===== src/rtl/spi_reg_slave_if.sv =====
// Register-bus bundle between the SPI front end and the register file.
//   reg_addr/reg_wdata/reg_we/reg_re : driven by the SPI slave (master modport)
//   reg_rdata/reg_rvalid/reg_err     : driven by the register file (slave modport)
`timescale 1ns/1ps
interface spi_reg_slave_if #(
    parameter int unsigned AW = 16,
    parameter int unsigned DW = 32
);
    logic [AW-1:0] reg_addr;
    logic [DW-1:0] reg_wdata;
    logic          reg_we;
    logic          reg_re;
    logic [DW-1:0] reg_rdata;
    logic          reg_rvalid;
    logic          reg_err;

    modport master (
        output reg_addr, reg_wdata, reg_we, reg_re,
        input  reg_rdata, reg_rvalid, reg_err
    );

    modport slave (
        input  reg_addr, reg_wdata, reg_we, reg_re,
        output reg_rdata, reg_rvalid, reg_err
    );
endinterface


===== src/rtl/spi_reg_slave.sv =====
// SPI mode-0 slave that turns host frames into single-cycle register-bus strobes.
// Frame: 32b header {wr, ignored, addr}, 32b data, [8b CRC], 8b status {4'hA, misalign,
// crc_err, rd_timeout, reg_err}. MOSI sampled on sck rise, MISO updated on sck fall.
// Ports:
//   clk, rstn                 system clock, async active-low reset
//   spi_sck/spi_ss_n/spi_mosi SPI inputs, asynchronous to clk
//   spi_miso                  SPI output, 0 while deselected
//   busy                      high from ss_n fall to end of frame
//   bus (master modport)      register address/data/strobes and read response
// Optional feature: define SPI_CRC8_EN to add the CRC-8 (poly 0x07) field.
`timescale 1ns/1ps
module spi_reg_slave #(
    parameter int unsigned AW          = 16,
    parameter int unsigned DW          = 32,
    parameter int unsigned SYNC_STAGES = 2,
    parameter int unsigned RD_TIMEOUT  = 16
) (
    input  logic            clk,
    input  logic            rstn,
    input  logic            spi_sck,
    input  logic            spi_ss_n,
    input  logic            spi_mosi,
    output logic            spi_miso,
    output logic            busy,
    spi_reg_slave_if.master bus
);

`ifdef SPI_CRC8_EN
    localparam bit CRC_EN = 1'b1;
`else
    localparam bit CRC_EN = 1'b0;
`endif

    localparam int unsigned CW = $clog2(DW);
    localparam int unsigned TW = $clog2(RD_TIMEOUT + 1);

    typedef enum logic [2:0] {
        S_IDLE, S_HDR, S_WR_DATA, S_RD_REQ, S_RD_DATA, S_CRC, S_STAT
    } state_e;

    logic [SYNC_STAGES-1:0] sck_sync_q, ss_sync_q, mosi_sync_q;
    logic                   sck_prev_q, ss_prev_q;

    state_e        state_q, state_d;
    logic [CW-1:0] cnt_q, cnt_d;
    logic [DW-1:0] sh_q, sh_d;
    logic [7:0]    crc_q, crc_d;
    logic [TW-1:0] tmo_q, tmo_d;
    logic          is_wr_q, is_wr_d;
    logic          misal_q, misal_d;
    logic          crc_err_q, crc_err_d;
    logic          tmo_err_q, tmo_err_d;
    logic          reg_err_q, reg_err_d;
    logic [DW-1:0] rdata_q, rdata_d;
    logic [AW-1:0] addr_q, addr_d;
    logic [DW-1:0] wdata_q, wdata_d;
    logic          we_q, we_d;
    logic          re_q, re_d;
    logic          miso_q, miso_d;
    logic          busy_q, busy_d;

    logic          sck_s, ss_s, mosi_s;
    logic          sck_rise, sck_fall, ss_fall;
    logic [DW-1:0] shifted;
    logic [7:0]    crc_next;
    logic [7:0]    stat_byte;
    logic          last32, last8;

    assign sck_s    = sck_sync_q[SYNC_STAGES-1];
    assign ss_s     = ss_sync_q[SYNC_STAGES-1];
    assign mosi_s   = mosi_sync_q[SYNC_STAGES-1];
    assign sck_rise = sck_s & ~sck_prev_q;
    assign sck_fall = ~sck_s & sck_prev_q;
    assign ss_fall  = ss_prev_q & ~ss_s;

    assign shifted   = {sh_q[DW-2:0], mosi_s};
    // Serial CRC-8, poly x^8+x^2+x+1, MSB first.
    assign crc_next  = {crc_q[6:0], 1'b0} ^ ((crc_q[7] ^ mosi_s) ? 8'h07 : 8'h00);
    assign stat_byte = {4'hA, misal_q, crc_err_q, tmo_err_q, reg_err_q};
    assign last32    = (cnt_q == CW'(DW - 1));
    assign last8     = (cnt_q == CW'(7));

    // Next-state and output decode.
    always_comb begin
        state_d   = state_q;
        cnt_d     = cnt_q;
        sh_d      = sh_q;
        crc_d     = crc_q;
        tmo_d     = tmo_q;
        is_wr_d   = is_wr_q;
        misal_d   = misal_q;
        crc_err_d = crc_err_q;
        tmo_err_d = tmo_err_q;
        reg_err_d = reg_err_q;
        rdata_d   = rdata_q;
        addr_d    = addr_q;
        wdata_d   = wdata_q;
        we_d      = 1'b0;
        re_d      = 1'b0;
        miso_d    = miso_q;
        busy_d    = busy_q;

        // Write error response arrives in the same cycle as the strobe.
        if (we_q && bus.reg_err) begin
            reg_err_d = 1'b1;
        end

        if (state_q == S_IDLE) begin
            miso_d = 1'b0;
            busy_d = 1'b0;
            if (ss_fall) begin
                state_d   = S_HDR;
                busy_d    = 1'b1;
                cnt_d     = '0;
                sh_d      = '0;
                crc_d     = '0;
                tmo_d     = '0;
                is_wr_d   = 1'b0;
                misal_d   = 1'b0;
                crc_err_d = 1'b0;
                tmo_err_d = 1'b0;
                reg_err_d = 1'b0;
            end
        end else if (ss_s) begin
            // Deselect mid-frame: drop everything; a pending read is simply forgotten.
            state_d = S_IDLE;
            busy_d  = 1'b0;
            miso_d  = 1'b0;
        end else begin
            if (sck_fall) begin
                case (state_q)
                    S_RD_DATA: miso_d = rdata_q[CW'(DW - 1) - cnt_q];
                    S_STAT:    miso_d = stat_byte[3'd7 - cnt_q[2:0]];
                    default:   miso_d = 1'b0;
                endcase
            end

            case (state_q)
                S_HDR: begin
                    if (sck_rise) begin
                        sh_d  = shifted;
                        crc_d = crc_next;
                        cnt_d = cnt_q + CW'(1);
                        if (last32) begin
                            cnt_d   = '0;
                            sh_d    = '0;
                            addr_d  = shifted[AW-1:0];
                            is_wr_d = shifted[DW-1];
                            misal_d = |shifted[1:0];
                            if (shifted[DW-1]) begin
                                state_d = S_WR_DATA;
                            end else if (|shifted[1:0]) begin
                                state_d = S_RD_DATA;
                                rdata_d = '0;
                            end else begin
                                state_d = S_RD_REQ;
                                re_d    = 1'b1;
                                tmo_d   = '0;
                            end
                        end
                    end
                end
                S_WR_DATA, S_RD_DATA: begin
                    if (sck_rise) begin
                        sh_d  = shifted;
                        crc_d = crc_next;
                        cnt_d = cnt_q + CW'(1);
                        if (last32) begin
                            cnt_d = '0;
                            sh_d  = '0;
                            if (state_q == S_WR_DATA && !misal_q) begin
                                wdata_d = shifted;
                            end
                            if (CRC_EN) begin
                                state_d = S_CRC;
                            end else begin
                                state_d = S_STAT;
                                we_d    = (state_q == S_WR_DATA) && !misal_q;
                            end
                        end
                    end
                end
                S_RD_REQ: begin
                    if (bus.reg_rvalid) begin
                        rdata_d = bus.reg_rdata;
                        if (bus.reg_err) begin
                            reg_err_d = 1'b1;
                        end
                        state_d = S_RD_DATA;
                    end else if (tmo_q == TW'(RD_TIMEOUT - 1)) begin
                        rdata_d   = '0;
                        tmo_err_d = 1'b1;
                        state_d   = S_RD_DATA;
                    end else begin
                        tmo_d = tmo_q + TW'(1);
                    end
                end
                S_CRC: begin
                    if (sck_rise) begin
                        sh_d  = shifted;
                        cnt_d = cnt_q + CW'(1);
                        if (last8) begin
                            cnt_d   = '0;
                            sh_d    = '0;
                            state_d = S_STAT;
                            if (shifted[7:0] != crc_q) begin
                                crc_err_d = 1'b1;
                            end else begin
                                we_d = is_wr_q && !misal_q;
                            end
                        end
                    end
                end
                S_STAT: begin
                    if (sck_rise) begin
                        cnt_d = cnt_q + CW'(1);
                        if (last8) begin
                            cnt_d   = '0;
                            state_d = S_IDLE;
                            busy_d  = 1'b0;
                        end
                    end
                end
                default: state_d = S_IDLE;
            endcase
        end
    end

    // Synchronisers, edge history and all state registers.
    always_ff @(posedge clk or negedge rstn) begin
        if (!rstn) begin
            sck_sync_q  <= '0;
            ss_sync_q   <= '1;
            mosi_sync_q <= '0;
            sck_prev_q  <= 1'b0;
            ss_prev_q   <= 1'b1;
            state_q     <= S_IDLE;
            cnt_q       <= '0;
            sh_q        <= '0;
            crc_q       <= '0;
            tmo_q       <= '0;
            is_wr_q     <= 1'b0;
            misal_q     <= 1'b0;
            crc_err_q   <= 1'b0;
            tmo_err_q   <= 1'b0;
            reg_err_q   <= 1'b0;
            rdata_q     <= '0;
            addr_q      <= '0;
            wdata_q     <= '0;
            we_q        <= 1'b0;
            re_q        <= 1'b0;
            miso_q      <= 1'b0;
            busy_q      <= 1'b0;
        end else begin
            sck_sync_q  <= {sck_sync_q[SYNC_STAGES-2:0], spi_sck};
            ss_sync_q   <= {ss_sync_q[SYNC_STAGES-2:0], spi_ss_n};
            mosi_sync_q <= {mosi_sync_q[SYNC_STAGES-2:0], spi_mosi};
            sck_prev_q  <= sck_s;
            ss_prev_q   <= ss_s;
            state_q     <= state_d;
            cnt_q       <= cnt_d;
            sh_q        <= sh_d;
            crc_q       <= crc_d;
            tmo_q       <= tmo_d;
            is_wr_q     <= is_wr_d;
            misal_q     <= misal_d;
            crc_err_q   <= crc_err_d;
            tmo_err_q   <= tmo_err_d;
            reg_err_q   <= reg_err_d;
            rdata_q     <= rdata_d;
            addr_q      <= addr_d;
            wdata_q     <= wdata_d;
            we_q        <= we_d;
            re_q        <= re_d;
            miso_q      <= miso_d;
            busy_q      <= busy_d;
        end
    end

    assign spi_miso      = miso_q;
    assign busy          = busy_q;
    assign bus.reg_addr  = addr_q;
    assign bus.reg_wdata = wdata_q;
    assign bus.reg_we    = we_q;
    assign bus.reg_re    = re_q;

endmodule

===== src/flat_wrapper.sv =====
// flat-port wrapper written by rule: the top's interface ports become plain ports
module spi_reg_slave_flat 
#(
    parameter int unsigned AW          = 16,
    parameter int unsigned DW          = 32,
    parameter int unsigned SYNC_STAGES = 2,
    parameter int unsigned RD_TIMEOUT  = 16
)
  (clk, rstn, spi_sck, spi_ss_n, spi_mosi, spi_miso, busy, bus_reg_addr, bus_reg_wdata, bus_reg_we, bus_reg_re, bus_reg_rdata, bus_reg_rvalid, bus_reg_err);
  spi_reg_slave_if #(.AW(AW), .DW(DW)) bus_i ();
  input  logic clk;
  input  logic rstn;
  input  logic spi_sck;
  input  logic spi_ss_n;
  input  logic spi_mosi;
  output logic spi_miso;
  output logic busy;
  output wire logic [$bits(bus_i.reg_addr)-1:0] bus_reg_addr;
  output wire logic [$bits(bus_i.reg_wdata)-1:0] bus_reg_wdata;
  output wire logic [$bits(bus_i.reg_we)-1:0] bus_reg_we;
  output wire logic [$bits(bus_i.reg_re)-1:0] bus_reg_re;
  input wire logic [$bits(bus_i.reg_rdata)-1:0] bus_reg_rdata;
  input wire logic [$bits(bus_i.reg_rvalid)-1:0] bus_reg_rvalid;
  input wire logic [$bits(bus_i.reg_err)-1:0] bus_reg_err;
  assign bus_reg_addr = bus_i.reg_addr;
  assign bus_reg_wdata = bus_i.reg_wdata;
  assign bus_reg_we = bus_i.reg_we;
  assign bus_reg_re = bus_i.reg_re;
  assign bus_i.reg_rdata = bus_reg_rdata;
  assign bus_i.reg_rvalid = bus_reg_rvalid;
  assign bus_i.reg_err = bus_reg_err;
  spi_reg_slave #(.AW(AW), .DW(DW), .SYNC_STAGES(SYNC_STAGES), .RD_TIMEOUT(RD_TIMEOUT)) u_core (.clk(clk), .rstn(rstn), .spi_sck(spi_sck), .spi_ss_n(spi_ss_n), .spi_mosi(spi_mosi), .spi_miso(spi_miso), .busy(busy), .bus(bus_i));
endmodule

===== config.mk =====
export PLATFORM = sky130hd
export DESIGN_NAME = spi_reg_slave_flat
export DESIGN_NICKNAME = d
export VERILOG_FILES = /design/src/rtl/spi_reg_slave_if.sv /design/src/rtl/spi_reg_slave.sv /design/src/flat_wrapper.sv
export SDC_FILE = /design/constraint.sdc
export NUM_CORES = 1
export LEC_CHECK = 0
export CORE_ASPECT_RATIO = 1.75
export CORE_UTILIZATION = 35
export DETAILED_ROUTE_END_ITERATION = 8
export PLACE_DENSITY_LB_ADDON = 0.08
export SYNTH_ARGS = -nofsm -noshare
export SYNTH_HDL_FRONTEND = slang
export SYNTH_SLANG_ARGS = --single-unit

===== constraint.sdc =====
create_clock -name clk -period 2.9 [get_ports clk]
set_input_delay 0.435 -clock clk [delete_from_list [all_inputs] [get_ports clk]]
set_output_delay 0.435 -clock clk [all_outputs]
set_load 0.01 [all_outputs]

Figure 1. Close-up of the layout.
Window x 56 to 106, y 116 to 166 um. Cells in gray, sequential cells in the stronger gray; small squares are vias.
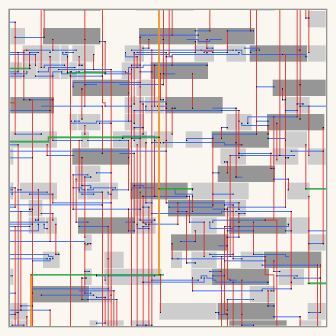
- orange: M4
- red: M2
- green: M3
- blue: M1
- sequential cells in the window: 22
- netlist names of flops here include: u_core.sh_q (8), u_core.crc_q (5), u_core.bus.reg_addr (4)
- most frequent: dfrtp_1 (22), clkdlybuf4s50_1 (9), a22o_1 (8)
- cells with their middle in the window: 87

Figure 2. Pin placement.
Scale: 2 px per um. Pins as bars across the die edge, other pins in gray.
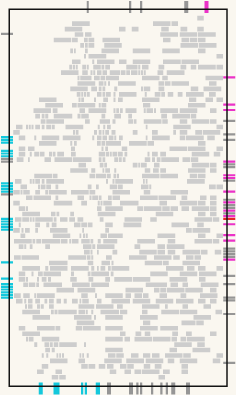
- red: spi_sck (pins 1; direction input; edge right)
- magenta: bus_reg_addr (pins 16; direction output; edge 14 right, 2 top)
- cyan: bus_reg_rdata (pins 32; direction input; edge 23 left, 9 bottom)
- all pins by edge: 35 right, 27 left, 22 bottom, 7 top
Die Width: 108 um
number of port buffers: 90

Figure 3. M3 wires.
Scale: 3 px per um.
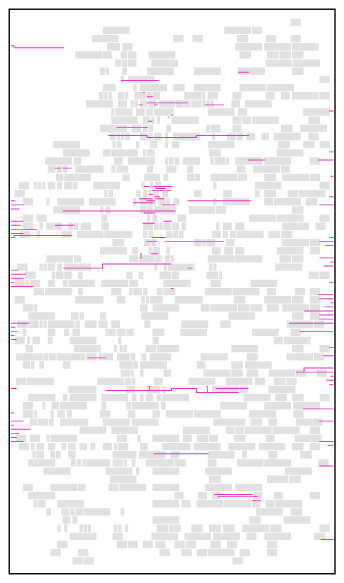
- nets with wire on the layer: 89
- wire length on this layer: 671 um
Global Route met3 Usage: 3.55%
via count: 4899
total wire length: 16500 um

Figure 4. Clock routing.
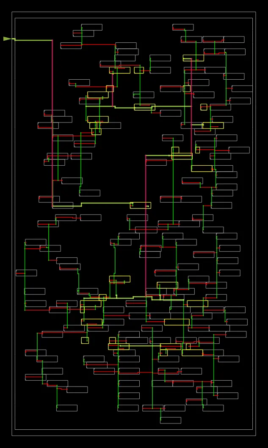
flop count: 149
clk latency late pin: 0.42 ns
CTS buffer count: 17
Power Clock: 2160 uW

Figure 5. The metal 4 layer.
Scale: 2 px per um. Supply wires on this layer in gray.
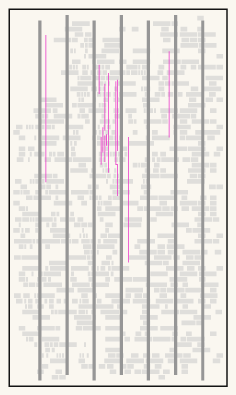
- share of all routed wire: 2.5%
- wire length on this layer: 404 um
- main direction: vertical

==> results.cfg <==
; flow metrics
[status]
status = complete, no violations

[worst_setup_path]
slowest_stage = a2111oi_2
cp_cell_sequence = ha_1 > and3_1 > ha_1 > nand4bb_1 > a2111oi_2 > nand3_1 > xor2_1 > nor2_1
startpoint = u_core.cnt_q[0]
rr_startpoint = u_core.cnt_q[0]
critPathCapture = u_core.tmo_q[3]
cp.depth = 8
critical_path.top_delay_family = simple AND/OR/NAND/NOR gates
reg2reg_slack_ns = 0.36
worst_setup_path_start_kind = flip-flop
rr_worst_depth = 8
critical_path_arrival_ns = 2.83
worst_setup_path_end_kind = flip-flop
cp_slowest_stage_delay_ns = 0.57
critPathMostFrequentCell = ha_1

[timing]
slew_viol_final = 0
setup_tns_ns = 0
final_hold_viol_count = 0
rsz0062_at_grt = false
min_period_ns = 2.54
fin_crit_sh_pct = 87.7
worstMarginPinSlew_ns = 0.744
setup_viol = 0

[yosys]
ys_seq_share_pct = 54.1
syn-cell-area_sq_um = 6900
synth_top_area_share_pct = 53.0
syn_nets = 626
top_logic_kind = AND-OR/OR-AND gates
syn_inst = 581
aoi_share_pct = 14.7
ff_type = dfrtp_1
ys_sh_adder_pct = 1.09

[global_routing]
grt_start_max_net_pins = 62
antenna_found_initial = 0
grt_pass1_wl_um = 27500
grt_use_total_pct = 17.7
grt_pass1_vias = 5238

[floorplan]
fp.coreArea_sq_um = 19200
initCoreUtil_pct = 35.9
pin_count = 91

[finish]
top_area_cell_class = flip-flops and latches
seq_share_pct = 43.1
nMultiInputCombCells = 373
n_all_buffers = 109
fin_util_pct = 45.1
num_antenna_cells = 0
final-clk-cell-share_pct = 6.58
clkbuf_count = 17
flop_area_sq_um = 3730
combGateArea_sq_um = 2900

[power_and_ir_drop]
p_leak_uw = 0.00388
p_comb_uw = 1130
p_clk_share_pct = 38.5
p_seq_share_pct = 41.3
power_uw = 5600
seq_cell_power_uw = 2310
vdd_ir_drop_max_mv = 0.328

[routing]
drc_errors = 0
vias_per_cell = 5.30
first_pass_iters = 5
dr.first_iter.drc_count = 258

[clock_tree]
h-tree-depth = 4
clock-root-buffer = clkbuf_16
clockBufferDepth = 2
cts_tree = yes

[place]
dp_hpwl_um = 11600
place_worst_setup_slack_ns = 0.372

[hold_path]
hp-start = u_core.sck_sync_q[0]
-- timing repair --
| item | 4_1_cts | 5_1_grt |
|---|---|---|
| resized | 0 | 0 |
| hold endpoints to repair | 7 | 0 |
| hold buffers | 1 | 0 |
-- registers in the layout, summed over array words and instances, names as in the netlist, 2 cells and up --
register	flops
u_core.tmo_q	5
u_core.bus.reg_addr	16
u_core.state_q	3
u_core.bus.reg_wdata	32
u_core.crc_q	8
u_core.sck_sync_q	2
u_core.ss_sync_q	2
u_core.rdata_q	32
u_core.sh_q	31
u_core.cnt_q	5
u_core.mosi_sync_q	2
-- routing by layer --
metal	GRT usage (%)	up-vias	share of wire, %
li1	-	2299	-
met1	20.2	2430	40
met2	31.3	142	54
met3	3.55	28	4.1
met4	7.69	0	2.4
met5	0	-	0
Power and IR drop assume default switching activity.
